File: src/rtl/bt_frame_responder.sv
// Bluetooth UART frame receiver: collects FRAME_BYTES bytes into one command word
// and answers every frame with ACK_MSG, or NAK_MSG when a stop bit is bad.
module bt_frame_responder #(
  parameter int                   CLKS_PER_BIT = 5208,
  parameter int                   FRAME_BYTES  = 4,
  parameter int                   MSG_LEN      = 8,
  parameter logic [8*MSG_LEN-1:0] ACK_MSG      = 64'h5375636365737321,
  parameter logic [8*MSG_LEN-1:0] NAK_MSG      = 64'h4661696C75726521,
  parameter int                   TIMEOUT_CLKS = 20*5208
) (
  input  logic                     clk,
  input  logic                     rst,
  input  logic                     bt_rxd,
  output logic                     bt_txd,
  output logic [8*FRAME_BYTES-1:0] recv_data,
  output logic                     recv_valid,
  output logic                     frame_err,
  output logic                     frame_timeout,
  output logic                     tx_busy,
  output logic                     tx_overrun,
  output logic [1:0]               rx_state_dbg,
  output logic [2:0]               tx_state_dbg
);
  localparam int CW = $clog2(CLKS_PER_BIT);
  localparam int BW = $clog2(FRAME_BYTES + 1);
  localparam int MW = $clog2(MSG_LEN + 1);
  localparam int TW = $clog2(TIMEOUT_CLKS + 1);
  localparam int FW = 8 * FRAME_BYTES;
  localparam int SW = 8 * MSG_LEN;
  localparam logic [CW-1:0] BIT_LAST  = CW'(CLKS_PER_BIT - 1);
  localparam logic [CW-1:0] HALF_LAST = CW'(CLKS_PER_BIT / 2 - 1);
  localparam logic [CW-1:0] STOP_LAST = CW'(CLKS_PER_BIT - 2);
  localparam logic [BW-1:0] FULL      = BW'(FRAME_BYTES);
  localparam logic [MW-1:0] MSG_LAST  = MW'(MSG_LEN - 1);
  localparam logic [TW-1:0] TO_LAST   = TW'(TIMEOUT_CLKS - 1);

  typedef enum logic [1:0] {RX_IDLE, RX_START, RX_DATA, RX_STOP} rx_state_t;
  typedef enum logic [2:0] {TX_IDLE, TX_START, TX_DATA, TX_STOP, TX_NEXT} tx_state_t;

  // Handshake: ack_req/nak_req are single-cycle requests; TX takes a request only
  // while in TX_IDLE, otherwise it is dropped and tx_overrun pulses.
  logic            rx_meta_q, rx_q;
  rx_state_t       rx_state_q, rx_state_d;
  logic [CW-1:0]   rx_cnt_q, rx_cnt_d;
  logic [2:0]      rx_bit_q, rx_bit_d;
  logic [7:0]      rx_byte_q, rx_byte_d;
  logic            rx_brk_q, rx_brk_d;
  logic [FW-1:0]   shift_q, shift_d;
  logic [BW-1:0]   byte_cnt_q, byte_cnt_d;
  logic [TW-1:0]   to_cnt_q, to_cnt_d;
  logic [FW-1:0]   recv_data_q, recv_data_d;
  logic            recv_valid_q, recv_valid_d;
  logic            frame_err_q, frame_err_d;
  logic            frame_timeout_q, frame_timeout_d;
  logic            ack_req, nak_req, tx_req;

  tx_state_t       tx_state_q, tx_state_d;
  logic [CW-1:0]   tx_cnt_q, tx_cnt_d;
  logic [2:0]      tx_bit_q, tx_bit_d;
  logic [MW-1:0]   tx_idx_q, tx_idx_d;
  logic [SW-1:0]   tx_shift_q, tx_shift_d;
  logic [7:0]      tx_byte;
  logic            txd_q, txd_d;
  logic            busy_q, busy_d;
  logic            ovr_q, ovr_d;

  always_comb begin
    rx_state_d      = rx_state_q;
    rx_cnt_d        = rx_cnt_q;
    rx_bit_d        = rx_bit_q;
    rx_byte_d       = rx_byte_q;
    rx_brk_d        = rx_brk_q;
    shift_d         = shift_q;
    byte_cnt_d      = byte_cnt_q;
    to_cnt_d        = to_cnt_q;
    recv_data_d     = recv_data_q;
    recv_valid_d    = 1'b0;
    frame_err_d     = 1'b0;
    frame_timeout_d = 1'b0;
    ack_req         = 1'b0;
    nak_req         = 1'b0;

    if (byte_cnt_q == FULL) begin
      recv_data_d  = shift_q;
      recv_valid_d = 1'b1;
      byte_cnt_d   = '0;
      ack_req      = 1'b1;
    end

    unique case (rx_state_q)
      RX_IDLE: if (!rx_q) begin
        rx_state_d = RX_START;
        rx_cnt_d   = '0;
        rx_bit_d   = '0;
      end
      RX_START: if (rx_cnt_q == HALF_LAST) begin
        rx_cnt_d   = '0;
        rx_state_d = rx_q ? RX_IDLE : RX_DATA;
      end else rx_cnt_d = rx_cnt_q + 1'b1;
      RX_DATA: if (rx_cnt_q == BIT_LAST) begin
        rx_cnt_d  = '0;
        rx_byte_d = {rx_q, rx_byte_q[7:1]};
        rx_bit_d  = rx_bit_q + 3'd1;
        if (rx_bit_q == 3'd7) rx_state_d = RX_STOP;
      end else rx_cnt_d = rx_cnt_q + 1'b1;
      RX_STOP: if (rx_brk_q) begin
        // After a bad stop bit the line may stay low; hold off until it idles.
        if (rx_q) begin
          rx_brk_d   = 1'b0;
          rx_state_d = RX_IDLE;
        end
      end else if (rx_cnt_q == BIT_LAST) begin
        rx_cnt_d = '0;
        if (rx_q) begin
          shift_d    = (shift_q << 8) | FW'(rx_byte_q);
          byte_cnt_d = byte_cnt_q + 1'b1;
          rx_state_d = RX_IDLE;
        end else begin
          byte_cnt_d  = '0;
          frame_err_d = 1'b1;
          nak_req     = 1'b1;
          rx_brk_d    = 1'b1;
        end
      end else rx_cnt_d = rx_cnt_q + 1'b1;
    endcase

    if (rx_state_q == RX_IDLE && byte_cnt_q != '0 && byte_cnt_q != FULL) begin
      if (!rx_q) to_cnt_d = '0;
      else if (to_cnt_q >= TO_LAST) begin
        to_cnt_d        = '0;
        byte_cnt_d      = '0;
        frame_timeout_d = 1'b1;
      end else to_cnt_d = to_cnt_q + 1'b1;
    end else if (byte_cnt_q == '0) begin
      to_cnt_d = '0;
    end
  end

  assign tx_req = ack_req | nak_req;

  always_comb begin
    tx_state_d = tx_state_q;
    tx_cnt_d   = tx_cnt_q;
    tx_bit_d   = tx_bit_q;
    tx_idx_d   = tx_idx_q;
    tx_shift_d = tx_shift_q;
    ovr_d      = tx_req && (tx_state_q != TX_IDLE);

    unique case (tx_state_q)
      TX_IDLE: if (tx_req) begin
        tx_shift_d = ack_req ? ACK_MSG : NAK_MSG;
        tx_cnt_d   = '0;
        tx_idx_d   = '0;
        tx_state_d = TX_START;
      end
      TX_START: if (tx_cnt_q == BIT_LAST) begin
        tx_cnt_d   = '0;
        tx_bit_d   = '0;
        tx_state_d = TX_DATA;
      end else tx_cnt_d = tx_cnt_q + 1'b1;
      TX_DATA: if (tx_cnt_q == BIT_LAST) begin
        tx_cnt_d = '0;
        tx_bit_d = tx_bit_q + 3'd1;
        if (tx_bit_q == 3'd7) tx_state_d = TX_STOP;
      end else tx_cnt_d = tx_cnt_q + 1'b1;
      // The stop bit is STOP (CLKS_PER_BIT-1 cycles) plus the one NEXT cycle.
      TX_STOP: if (tx_cnt_q == STOP_LAST) begin
        tx_cnt_d   = '0;
        tx_state_d = TX_NEXT;
      end else tx_cnt_d = tx_cnt_q + 1'b1;
      TX_NEXT: if (tx_idx_q == MSG_LAST) begin
        tx_state_d = TX_IDLE;
      end else begin
        tx_idx_d   = tx_idx_q + 1'b1;
        tx_shift_d = tx_shift_q << 8;
        tx_state_d = TX_START;
      end
      default: tx_state_d = TX_IDLE;
    endcase

    tx_byte = tx_shift_d[SW-1 -: 8];
    unique case (tx_state_d)
      TX_START: txd_d = 1'b0;
      TX_DATA:  txd_d = tx_byte[tx_bit_d];
      default:  txd_d = 1'b1;
    endcase
    busy_d = (tx_state_d != TX_IDLE);
  end

  always_ff @(posedge clk) begin
    if (rst) begin
      rx_meta_q       <= 1'b1;
      rx_q            <= 1'b1;
      rx_state_q      <= RX_IDLE;
      rx_cnt_q        <= '0;
      rx_bit_q        <= '0;
      rx_byte_q       <= '0;
      rx_brk_q        <= 1'b0;
      shift_q         <= '0;
      byte_cnt_q      <= '0;
      to_cnt_q        <= '0;
      recv_data_q     <= '0;
      recv_valid_q    <= 1'b0;
      frame_err_q     <= 1'b0;
      frame_timeout_q <= 1'b0;
      tx_state_q      <= TX_IDLE;
      tx_cnt_q        <= '0;
      tx_bit_q        <= '0;
      tx_idx_q        <= '0;
      tx_shift_q      <= '0;
      txd_q           <= 1'b1;
      busy_q          <= 1'b0;
      ovr_q           <= 1'b0;
    end else begin
      rx_meta_q       <= bt_rxd;
      rx_q            <= rx_meta_q;
      rx_state_q      <= rx_state_d;
      rx_cnt_q        <= rx_cnt_d;
      rx_bit_q        <= rx_bit_d;
      rx_byte_q       <= rx_byte_d;
      rx_brk_q        <= rx_brk_d;
      shift_q         <= shift_d;
      byte_cnt_q      <= byte_cnt_d;
      to_cnt_q        <= to_cnt_d;
      recv_data_q     <= recv_data_d;
      recv_valid_q    <= recv_valid_d;
      frame_err_q     <= frame_err_d;
      frame_timeout_q <= frame_timeout_d;
      tx_state_q      <= tx_state_d;
      tx_cnt_q        <= tx_cnt_d;
      tx_bit_q        <= tx_bit_d;
      tx_idx_q        <= tx_idx_d;
      tx_shift_q      <= tx_shift_d;
      txd_q           <= txd_d;
      busy_q          <= busy_d;
      ovr_q           <= ovr_d;
    end
  end

  assign bt_txd        = txd_q;
  assign recv_data     = recv_data_q;
  assign recv_valid    = recv_valid_q;
  assign frame_err     = frame_err_q;
  assign frame_timeout = frame_timeout_q;
  assign tx_busy       = busy_q;
  assign tx_overrun    = ovr_q;
  assign rx_state_dbg  = rx_state_q;
  assign tx_state_dbg  = tx_state_q;
endmodule

File: config.mk
export PLATFORM = sky130hd
export DESIGN_NAME = bt_frame_responder
export DESIGN_NICKNAME = d
export VERILOG_FILES = /design/src/rtl/bt_frame_responder.sv
export SDC_FILE = /design/constraint.sdc
export NUM_CORES = 1
export LEC_CHECK = 0
export CAP_MARGIN = 25
export CORE_UTILIZATION = 40
export CTS_BUF_LIST = sky130_fd_sc_hd__clkbuf_8 sky130_fd_sc_hd__clkbuf_16
export CTS_CLUSTER_DIAMETER = 30
export CTS_CLUSTER_SIZE = 24
export DETAILED_ROUTE_END_ITERATION = 6
export PLACE_DENSITY = 0.61
export SKIP_LAST_GASP = 1
export SLEW_MARGIN = 0
export SYNTH_ARGS = -nofsm -noshare
export SYNTH_HDL_FRONTEND = slang
export SYNTH_SLANG_ARGS = --single-unit
File: constraint.sdc
create_clock -name clk -period 2.8 [get_ports clk]
set_input_delay 0.84 -clock clk [delete_from_list [all_inputs] [get_ports clk]]
set_output_delay 0.84 -clock clk [all_outputs]
set_load 0.02 [all_outputs]
Fig. 1: run 1, routed metal, one color a layer
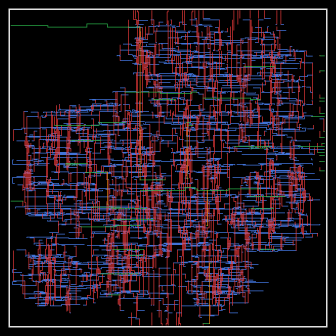
color	layer	wire length
orange	met4	151 um
green	met3	512 um
red	met2	7730 um
blue	met1	8140 um
DR WL/cell: 13.1 um
total track usage: 17.1%
routed wire length: 16500 um
vias: 6479

Fig. 2: run 1, metal 2
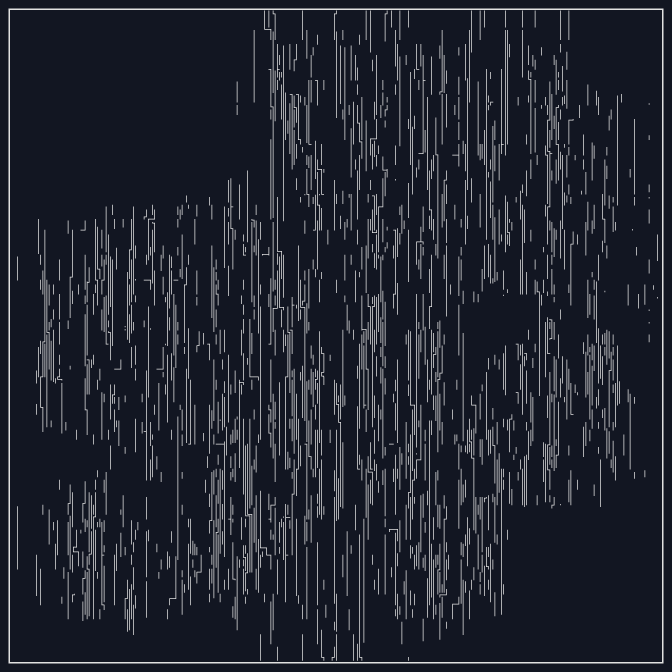
main direction	vertical
wire length on this layer	7730 um
M2 GR Usage: 27.5%

Fig. 3: run 1, gate families picked out
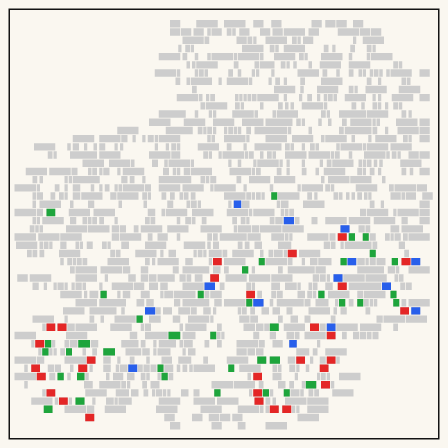
color	family	cells
blue	AND-OR and OR-AND gates	14
green	AND and OR gates	39
red	XOR/XNOR gates	29
Layout Cells excl Fill: 1262
commonest non-fill, non-tap cell in the layout: nand2_1

==> flow_summary.ini, run 1 <==
; synthesis and place-and-route metrics
[clock_tree]
clk_pin_slew_worst_paths_ns = 0.07
cts_buffer_depth = 2
cts-buffers-inserted = 17
cts_setup_buffers = 1

[finish]
comb_share_pct = 39.8
final_nets = 1004

[route]
detail-route-antenna-nets = 0

[setup_path]
crit_fanout = 3
critPathSlowestCell = or4_4

[min_path]
hold_path.startpoint = rx_meta_q

[sta]
hold_slack_ns = 0.416
setup_violations = 0

[synth]
muxShareOfSynthArea_pct = 0.639
yosys_warnings = 0
yosysTopAreaCell = dfxtp_1
syn_nets = 972

[outcome]
status = completed

[place]
gp_congestion = 0.755

[pwr]
p_switching_w = 0.00123
power.share.clock_pct = 46.2
ir_drop_v = 0.000405
-- run 1: power by group through the flow --
stage | sequential, W | clock (W) | combinational (W)
floorplan | 0.00284 | 0 | 0.000137
global placement | 0.00284 | 0 | 0.000183
detailed placement | 0.00285 | 0 | 0.000182
CTS | 0.00278 | 0.00261 | 0.000183
global route | 0.00278 | 0.00272 | 0.000198
finish | 0.00278 | 0.00254 | 0.000180
-- run 1: registers in the layout (all words and copies together), names as in the netlist, 2 cells and up --
register,count
rx_byte_q,8
to_cnt_q,17
recv_data,32
rx_bit_q,3
tx_cnt_q,13
byte_cnt_q,3
tx_shift_q,51
tx_bit_q,3
tx_idx_q,4
rx_state_dbg,2
rx_cnt_q,13
shift_q,32
tx_state_dbg,3
==> inputs of run 2 (changes only) <==
--- a/config.mk
+++ b/config.mk
@@ -11,7 +11,7 @@
 export CTS_CLUSTER_DIAMETER = 30
 export CTS_CLUSTER_SIZE = 24
 export DETAILED_ROUTE_END_ITERATION = 6
-export PLACE_DENSITY = 0.61
+export PLACE_DENSITY = 0.59
 export SKIP_LAST_GASP = 1
 export SLEW_MARGIN = 0
 export SYNTH_ARGS = -nofsm -noshare
==> constraint.sdc (replaced) <==
create_clock -name clk -period 3 [get_ports clk]
set_input_delay 0.9 -clock clk [delete_from_list [all_inputs] [get_ports clk]]
set_output_delay 0.9 -clock clk [all_outputs]
set_load 0.02 [all_outputs]
Fig. 4: run 2, metal 2
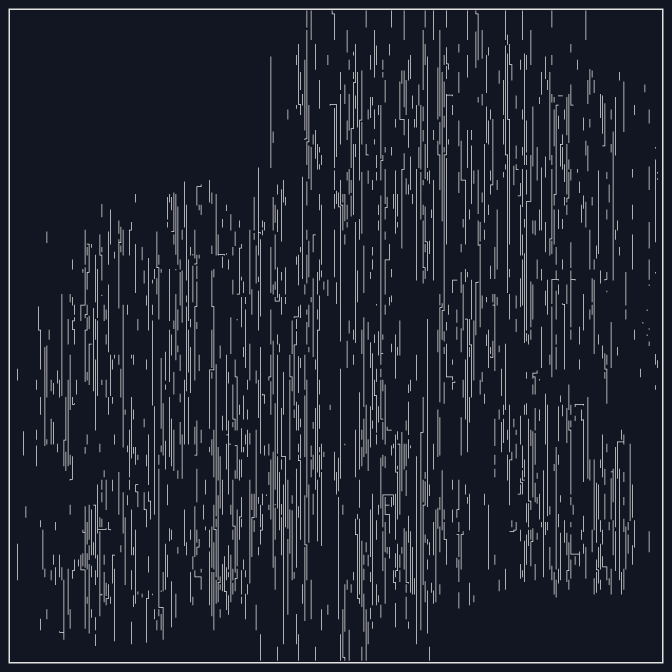
wire length on this layer	7750 um
longest straight run	43.0 um
nets with wire on the layer	760
share of all routed wire	47%
routed wire length: 16600 um
M2 GR Usage: 28.8%

Fig. 5: run 2, gate families picked out
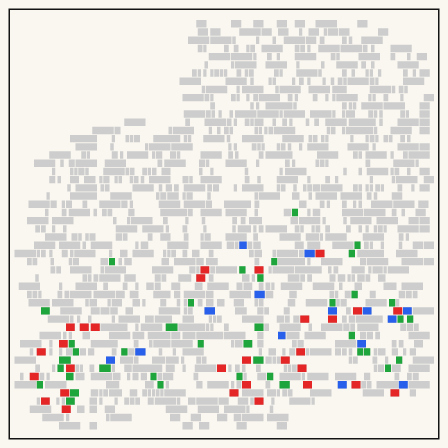
color	family	cells
green	AND and OR gates	39
blue	AND-OR and OR-AND gates	14
red	XOR/XNOR gates	29
Layout Cells excl Fill: 1255
Comb area share: 40.4%

==> run 2 against run 1 <==
  * Count of clock-buffer cells in the layout unchanged
  * Combinational power down 7%
  * Cell count fell by 0.55%
  * Non-clock buffer count down 7
  * Critical path depth did not move
  * Critical endpoint unchanged
==> flow_summary.ini, run 2 <==
; synthesis and place-and-route metrics
[outcome]
status = completed

[setup_path]
critical_path.top_delay_family = simple AND/OR/NAND/NOR gates
crit_fanout = 5
critPathSlowestCell = or4_4

[sta]
finalHoldViolations = 0
setup_violations = 0
hold_slack_ns = 0.424

[pwr]
power.share.clock_pct = 44.0
p_seq_w = 0.00260
p_switching_w = 0.00119
power_leader = registers
powerClk_w = 0.00217
ir_drop_v = 0.000399

[synth]
yosys_warnings = 0
syn_nets = 972
yosysTopAreaCell = dfxtp_1
muxShareOfSynthArea_pct = 0.639

[route]
drt-pass1-iter-count = 7
wl_per_cell_um = 13.2

[floorplan]
fp.dieH_um = 142

[clock_tree]
cts_setup_buffers = 0
cts_buffer_depth = 2
cts-buffers-inserted = 17

[global_routing]
grt_use_total_pct = 17.4
grt_pass1_wl_um = 28600

[finish]
largest_reg_flops = 51
lay_top_count = nand2_1
syn2layout_area_growth_pct = 17.2
[run 2: logic make-up (layout without fill, tap and decap cells)]
family | count (synthesis) | in the layout
AND-OR/OR-AND | 207 | 207
XOR/XNOR | 29 | 29
adder cells (fa/ha/maj) | 12 | 12
buffers and inverters | 79 | 117
flip-flops | 193 | 193
multiplexers | 5 | 5
AND/OR/NAND/NOR | 432 | 432
[run 2: cell type report]
| type | count | area (um2) | area share [%] |
|---|---|---|---|
| Clock buffer | 18 | 439 | 4.78 |
| Clock inverter | 14 | 126 | 1.38 |
| Inverter | 13 | 48.8 | 0.531 |
| Multi-Input combinational cell | 685 | 3710 | 40.4 |
| Sequential cell | 193 | 3860 | 42.1 |
| Tap cell | 260 | 325 | 3.54 |
| Timing Repair Buffer | 72 | 667 | 7.26 |
Power and IR drop assume default switching activity.
